Figure 1. Register map, names as in the netlist.
Scale: 4 px per um. Other sequential cells in the stronger grey, the rest of the logic in the fainter grey.
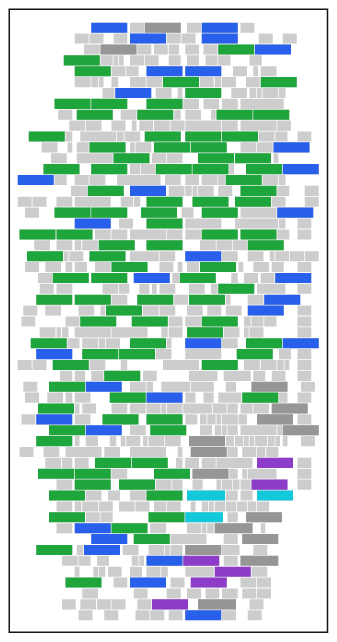
Figure 2. Metal 4.
Scale: 4 px per um. Supply wires on this layer in grey. Cells faint in the background.
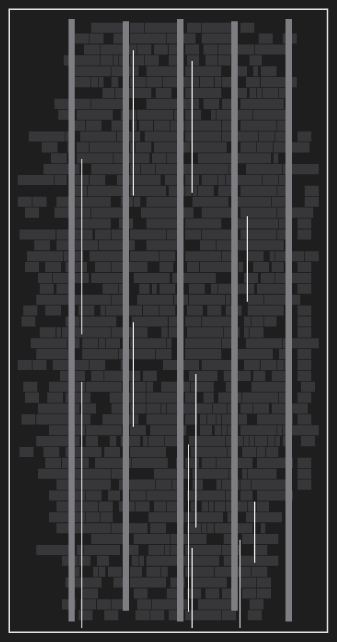
Figure 3. Placement density heat map.
Scale: 3 px per um. The die is cut into 8 by 16 equal tiles; white is low, dark blue is high, 0 to 100% covered.
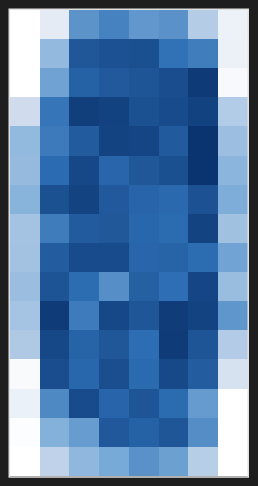
Figure 4. Clock wiring as the flow saved it.
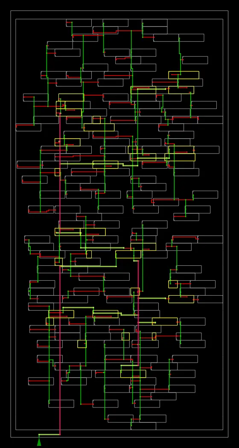
Figure 5. Routed metal, one colour a layer.
Scale: 4 px per um.
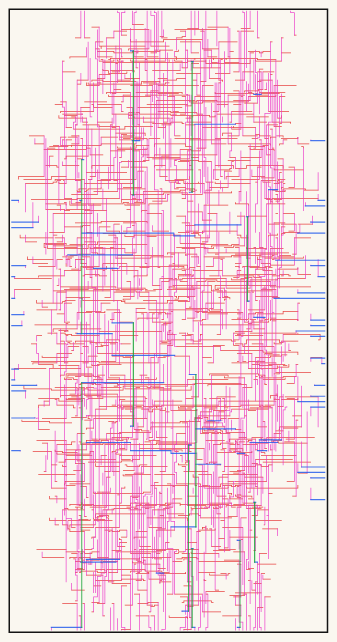
[config.mk]
export PLATFORM = sky130hd
export DESIGN_NAME = irq_ctrl
export DESIGN_NICKNAME = d
export VERILOG_FILES = /design/src/rtl/irq_ctrl.sv
export SDC_FILE = /design/constraint.sdc
export NUM_CORES = 1
export LEC_CHECK = 0
export ABC_AREA = 0
export CAP_MARGIN = 20
export CORE_ASPECT_RATIO = 2
export CORE_MARGIN = 1.5
export CORE_UTILIZATION = 54
export DETAILED_ROUTE_END_ITERATION = 16
export PLACE_DENSITY = 0.82
export SLEW_MARGIN = 20
export SYNTH_ARGS = -nofsm -noshare
export SYNTH_HDL_FRONTEND = slang
export SYNTH_SLANG_ARGS = --single-unit
[constraint.sdc]
create_clock -name clk -period 2.4 [get_ports clk]
set_input_delay 0.48 -clock clk [delete_from_list [all_inputs] [get_ports clk]]
set_output_delay 0.48 -clock clk [all_outputs]
set_load 0.005 [all_outputs]
[src/rtl/irq_ctrl.sv]
// irq_ctrl: nested, prioritised interrupt controller that synchronises requests, arbitrates by level and redirects the pipeline.
// All outputs registered; redirect one cycle after pipe_safe in ARM, and a pending eret return always wins over a take.
module irq_ctrl #(
  parameter int          NUM_IRQ     = 3,
  parameter int          SYNC_STAGES = 2,
  parameter logic [31:0] VEC_BASE    = 32'h0000_0100,
  parameter logic [31:0] VEC_STRIDE  = 32'h0000_0040
) (
  input  logic               clk,
  input  logic               rst_n,
  input  logic [NUM_IRQ-1:0] irq_in,
  input  logic               mask_we,
  input  logic [NUM_IRQ-1:0] mask_din,
  input  logic               pipe_safe,
  input  logic [31:0]        epc_in,
  input  logic               eret,
  output logic               redirect,
  output logic [31:0]        new_pc,
  output logic [NUM_IRQ-1:0] cause,
  output logic [NUM_IRQ-1:0] pending,
  output logic [NUM_IRQ-1:0] in_service,
  output logic [NUM_IRQ-1:0] mask
);
  localparam int IW = (NUM_IRQ > 1) ? $clog2(NUM_IRQ) : 1;

  typedef enum logic [1:0] {IDLE, ARM, TAKE, HOLD} state_t;
  state_t state;

  logic [NUM_IRQ-1:0] sync_q [SYNC_STAGES];
  logic [NUM_IRQ-1:0] prev_q;
  logic [NUM_IRQ-1:0] rise;
  logic [31:0]        epc_q [NUM_IRQ];

  logic               win_vld, top_vld, nxt_vld;
  logic [IW-1:0]      win_idx, top_idx, nxt_idx;
  logic [NUM_IRQ-1:0] win_oh, top_oh, nxt_oh;
  logic               take_go, ret_go;

  assign rise = sync_q[SYNC_STAGES-1] & ~prev_q;

  // top = current nesting level, nxt = the level uncovered when top returns
  always_comb begin
    top_vld = 1'b0;
    top_idx = '0;
    nxt_vld = 1'b0;
    nxt_idx = '0;
    win_vld = 1'b0;
    win_idx = '0;
    for (int i = 0; i < NUM_IRQ; i++) begin
      if (in_service[i]) begin
        top_vld = 1'b1;
        top_idx = IW'(i);
      end
    end
    for (int i = 0; i < NUM_IRQ; i++) begin
      if (in_service[i] && (IW'(i) != top_idx)) begin
        nxt_vld = 1'b1;
        nxt_idx = IW'(i);
      end
    end
    for (int i = 0; i < NUM_IRQ; i++) begin
      if (pending[i] && mask[i] && (!top_vld || (IW'(i) > top_idx))) begin
        win_vld = 1'b1;
        win_idx = IW'(i);
      end
    end
  end

  assign win_oh  = win_vld ? (NUM_IRQ'(1) << win_idx) : '0;
  assign top_oh  = top_vld ? (NUM_IRQ'(1) << top_idx) : '0;
  assign nxt_oh  = nxt_vld ? (NUM_IRQ'(1) << nxt_idx) : '0;
  assign take_go = (state == ARM) && win_vld && pipe_safe && !eret;
  assign ret_go  = eret && top_vld;

  always_ff @(posedge clk or negedge rst_n) begin
    if (!rst_n) begin
      for (int k = 0; k < SYNC_STAGES; k++) sync_q[k] <= '0;
      for (int i = 0; i < NUM_IRQ; i++) epc_q[i] <= '0;
      prev_q     <= '0;
      pending    <= '0;
      in_service <= '0;
      cause      <= '0;
      mask       <= '1;
      redirect   <= 1'b0;
      new_pc     <= '0;
      state      <= IDLE;
    end else begin
      sync_q[0] <= irq_in;
      for (int k = 1; k < SYNC_STAGES; k++) sync_q[k] <= sync_q[k-1];
      prev_q <= sync_q[SYNC_STAGES-1];

      if (mask_we) mask <= mask_din;

      // a fresh edge in the take cycle re-arms the source just taken
      pending  <= (pending & ~(take_go ? win_oh : '0)) | rise;
      redirect <= take_go | ret_go;

      if (ret_go) begin
        new_pc     <= epc_q[top_idx];
        in_service <= in_service & ~top_oh;
        cause      <= nxt_oh;
        state      <= IDLE;
      end else begin
        case (state)
          IDLE: if (win_vld) state <= ARM;
          ARM: begin
            if (!win_vld) begin
              state <= IDLE;
            end else if (take_go) begin
              new_pc         <= VEC_BASE + VEC_STRIDE * 32'(win_idx);
              epc_q[win_idx] <= epc_in;
              in_service     <= in_service | win_oh;
              cause          <= win_oh;
              state          <= TAKE;
            end
          end
          TAKE:    state <= HOLD;
          HOLD:    state <= IDLE;
          default: state <= IDLE;
        endcase
      end
    end
  end
endmodule

==> flow_metrics.env <==
# source this file to load flow results
export IMPL_overflow=0
export IMPL_synth_edff_count=0
export IMPL_cts_tree="done"
export IMPL_root_buffer="clkbuf_16"
export IMPL_grt_pass1_vias=4401
export IMPL_path_class="reg2reg"
export IMPL_ys_chip_area_mm2=0.00627
export IMPL_fmax_mhz=474
export IMPL_path_delay_family="AND-OR/OR-AND gates"
export IMPL_numCtsBuffers=17
export IMPL_async_flop_share_pct=100
export IMPL_yosys_stat_cells=454
export IMPL_yosysTopAreaCellShare_pct=59.5
export IMPL_crit_chain="and4bb_1, a211o_1, a21oi_4, buf_4, a22oi_1"
export IMPL_yosys_top_cells_area="dfrtp_1, mux2_2, mux2_1"
export IMPL_syn_cell_area_mm2=0.00627
export IMPL_synthDistinctLibCells=39
export IMPL_switching_share_pct=28.5
export IMPL_drt_iter0_drc=199
export IMPL_finalHoldViolations=0
export IMPL_ys_sh_simple_pct=4.43
export IMPL_dp_hpwl_mm=8.56
export IMPL_crit_path_max_incr_delay_ns=0.58
export IMPL_crit_buf_inv=1
export IMPL_syn_avg_cell_area_um2=13.8
export IMPL_fillers=740
export IMPL_synth_seq_cells=152
export IMPL_synth_seq_share_pct=60.7
export IMPL_path_max_fanout=18
export IMPL_rsz0062_at_grt="no"
export IMPL_cts_sinks=152
export IMPL_via_per_inst=5.74
export IMPL_r2r_end="new_pc[8]"
export IMPL_synthCells=454
export IMPL_firstDrtPassIters=4
export IMPL_initCoreUtil_pct=55.6
export IMPL_antenna_found_initial=0
export IMPL_worstPathArrival_ns=2.39
export IMPL_drive_gt1_share_pct=23.3
export IMPL_start_kind="flip-flop"
export IMPL_netlist_logic_family_top="multiplexers"
export IMPL_die_height_um=155
export IMPL_r2r_setup_slack_ns=0.29
export IMPL_end_kind="flip-flop"
export IMPL_p_leak_uw=0.00352
export IMPL_worst_slack_ns=0.289
export IMPL_worstMarginPinSlew_ns=0.660
export IMPL_place_congestion=0.831
export IMPL_io_pins=88
export IMPL_cap_viol_max_count=0
export IMPL_syn_to_final_growth_pct=27.9
export IMPL_critPathLaunch="pending[1]"
export IMPL_ys_sh_mux_pct=23.1
export IMPL_portBuffers=87
export IMPL_final_common_cell="dfrtp_1"
export IMPL_syn_num_nets=497
export IMPL_post_cts_setup_buffers=0
export IMPL_timing_rr_start="pending[1]"
export IMPL_p_total_uw=9770
export IMPL_pwr_share_clk_pct=27.6
export IMPL_power_switching_uw=2780
export IMPL_cts_resized=0
export IMPL_cts_max_level=4
export IMPL_status="complete, no violations"
export IMPL_clockBufferDepth=2
export IMPL_yosys_area_top_type="dfrtp_1"
export IMPL_worstSetupPathDepth=5
export IMPL_num_rows=55
export IMPL_cp_slowest_cell="a21oi_4"
export IMPL_slew_violations=0
export IMPL_hold_path_class="in2async"
export IMPL_comb_area_mm2=0.00230
export IMPL_antenna_cells=0
export IMPL_nNetsFinal=593
export IMPL_ys_sh_adder_pct=0
export IMPL_warning_count=26
export IMPL_post_place_ws_ns=-0.0123
export IMPL_cp_required_ns=2.68
export IMPL_yosysMostFrequentCell="dfrtp_1"
export IMPL_grt_pass1_wl_mm=21.7
export IMPL_tns_ns=0
export IMPL_synthAoiAreaFrac_pct=8.60
export IMPL_xor_share_pct=0.140
export IMPL_endpoint="new_pc[8]"
export IMPL_grt_max_degree=57
export IMPL_final_cell_mix="dfrtp_1, clkdlybuf4s50_1, mux2_2, nand2_1, o21ai_0"
export IMPL_chip_area_mm2=0.0123
export IMPL_ant_nets=0
export IMPL_ctsHoldBuffers=0
export IMPL_ys_warn_count=0
export IMPL_p_comb_share_pct=28.9
export IMPL_finalCritPeriodShare_pct=87.9
export IMPL_peakVddDrop_v=0.000757
export IMPL_setup_viol_count_final=0
export IMPL_max_slew_margin_pct=55.9
export IMPL_clkTransAtPathRegs_ns=0.06
export IMPL_synth_main_ff_cell="dfrtp_1"
export IMPL_finalCriticalPeriod_ns=2.11
export IMPL_p_seq_share_pct=43.6
export IMPL_die_w_um=79.2
export IMPL_r2r_cells=5
export IMPL_core_mm2=0.0113
About Figure 1:
`new_pc`: shown in blue, flops 32, where spread over the die. `in_service`: shown in cyan, flops 3. `sync_q`: shown in purple, flops 6. `epc_q`: shown in green, flops 96.
Another 15 sequential cells are not coloured.
fraction of area in registers: 47.5%
Core Util, Final: 71.0%

About Figure 2:
The wires run mostly vertical. The layer carries 356 um of wire. The layer holds 2.7% of the routed length. 10 nets have wire on it.
final WL: 13.3 mm
Vias: 4047

About Figure 3:
54% of the tiles are over 75% full. The mean over all tiles is 64%. 6.2% of the tiles are nearly empty. The fullest tile reaches 99%.

About Figure 4:
worst-skew pair later-pin latency: 0.42 ns
Clock Buffer Count: 18
flop count: 152
Worst Skew: 0.0120 ns

About Figure 5:
met1: shown in red, wire length 5200 um. met4: shown in green, wire length 356 um. met3: shown in blue, wire length 396 um. met2: shown in magenta, wire length 7360 um.
Avg WL per Cell: 18.9 um
gr usage total: 23.2%

==> per-layer routing <==
metal  wire (um)  vias to the layer above  track usage (%)  share of wire [%]
li1            -                     1819                -                  -
met1        5200                     2096             27.3                 39
met2        7360                      105             40.6                 55
met3         396                       27             4.52                3.0
met4         356                        0             10.3                2.7
met5           0                        -                0                  0
==> metrics by stage <==
step,hold WS (ns),utilization [%],cell area [um2],cells
final,0.0163,71.0,8020,705
after global placement,0.341,65.7,7410,673
after CTS,0.0339,71.0,8020,705
after detailed placement,0.338,65.7,7410,673
after global routing,0.0574,71.0,8020,705
after floorplan,0.184,-,6270,454
==> registers in the layout, indices dropped and copies added (netlist names) <==
| name | cells |
|---|---|
| new_pc | 32 |
| sync_q | 6 |
| state | 2 |
| pending | 3 |
| epc_q | 96 |
| mask | 3 |
| prev_q | 3 |
| in_service | 3 |
| redirect | 1 |
| cause | 3 |
==> power groups by stage <==
| stage | logic, uW | registers (uW) | clock network (uW) |
|---|---|---|---|
| after floorplan | 1660 | 4120 | 0 |
| after global placement | 2690 | 4200 | 0 |
| after detailed placement | 2820 | 4280 | 0 |
| after CTS | 2850 | 4250 | 2730 |
| after global routing | 3070 | 4370 | 2840 |
| final | 2820 | 4250 | 2690 |
==> worst min path at each step <==
stage                    from   endpoint  slack (ns)  cells after the start
floorplan               rst_n   cause[0]        0.18                      0
CTS                     rst_n   epc_q[9]        0.03                      1
global route            rst_n   epc_q[9]        0.06                      1
global placement    sync_q[3]  sync_q[0]        0.34                      0
detailed placement  sync_q[3]  sync_q[0]        0.34                      0
finish                  rst_n   epc_q[9]        0.02                      1
==> layout make-up <==
cell class                 count  area share [%]
clock inverter                14            2.17
multi-input combinational    265            28.7
timing repair buffer         105            13.7
clock buffer                  18            5.35
sequential                   152            47.5
inverter                       9           0.421
tap                          142            2.22
Power is estimated from default activity; no workload was simulated.
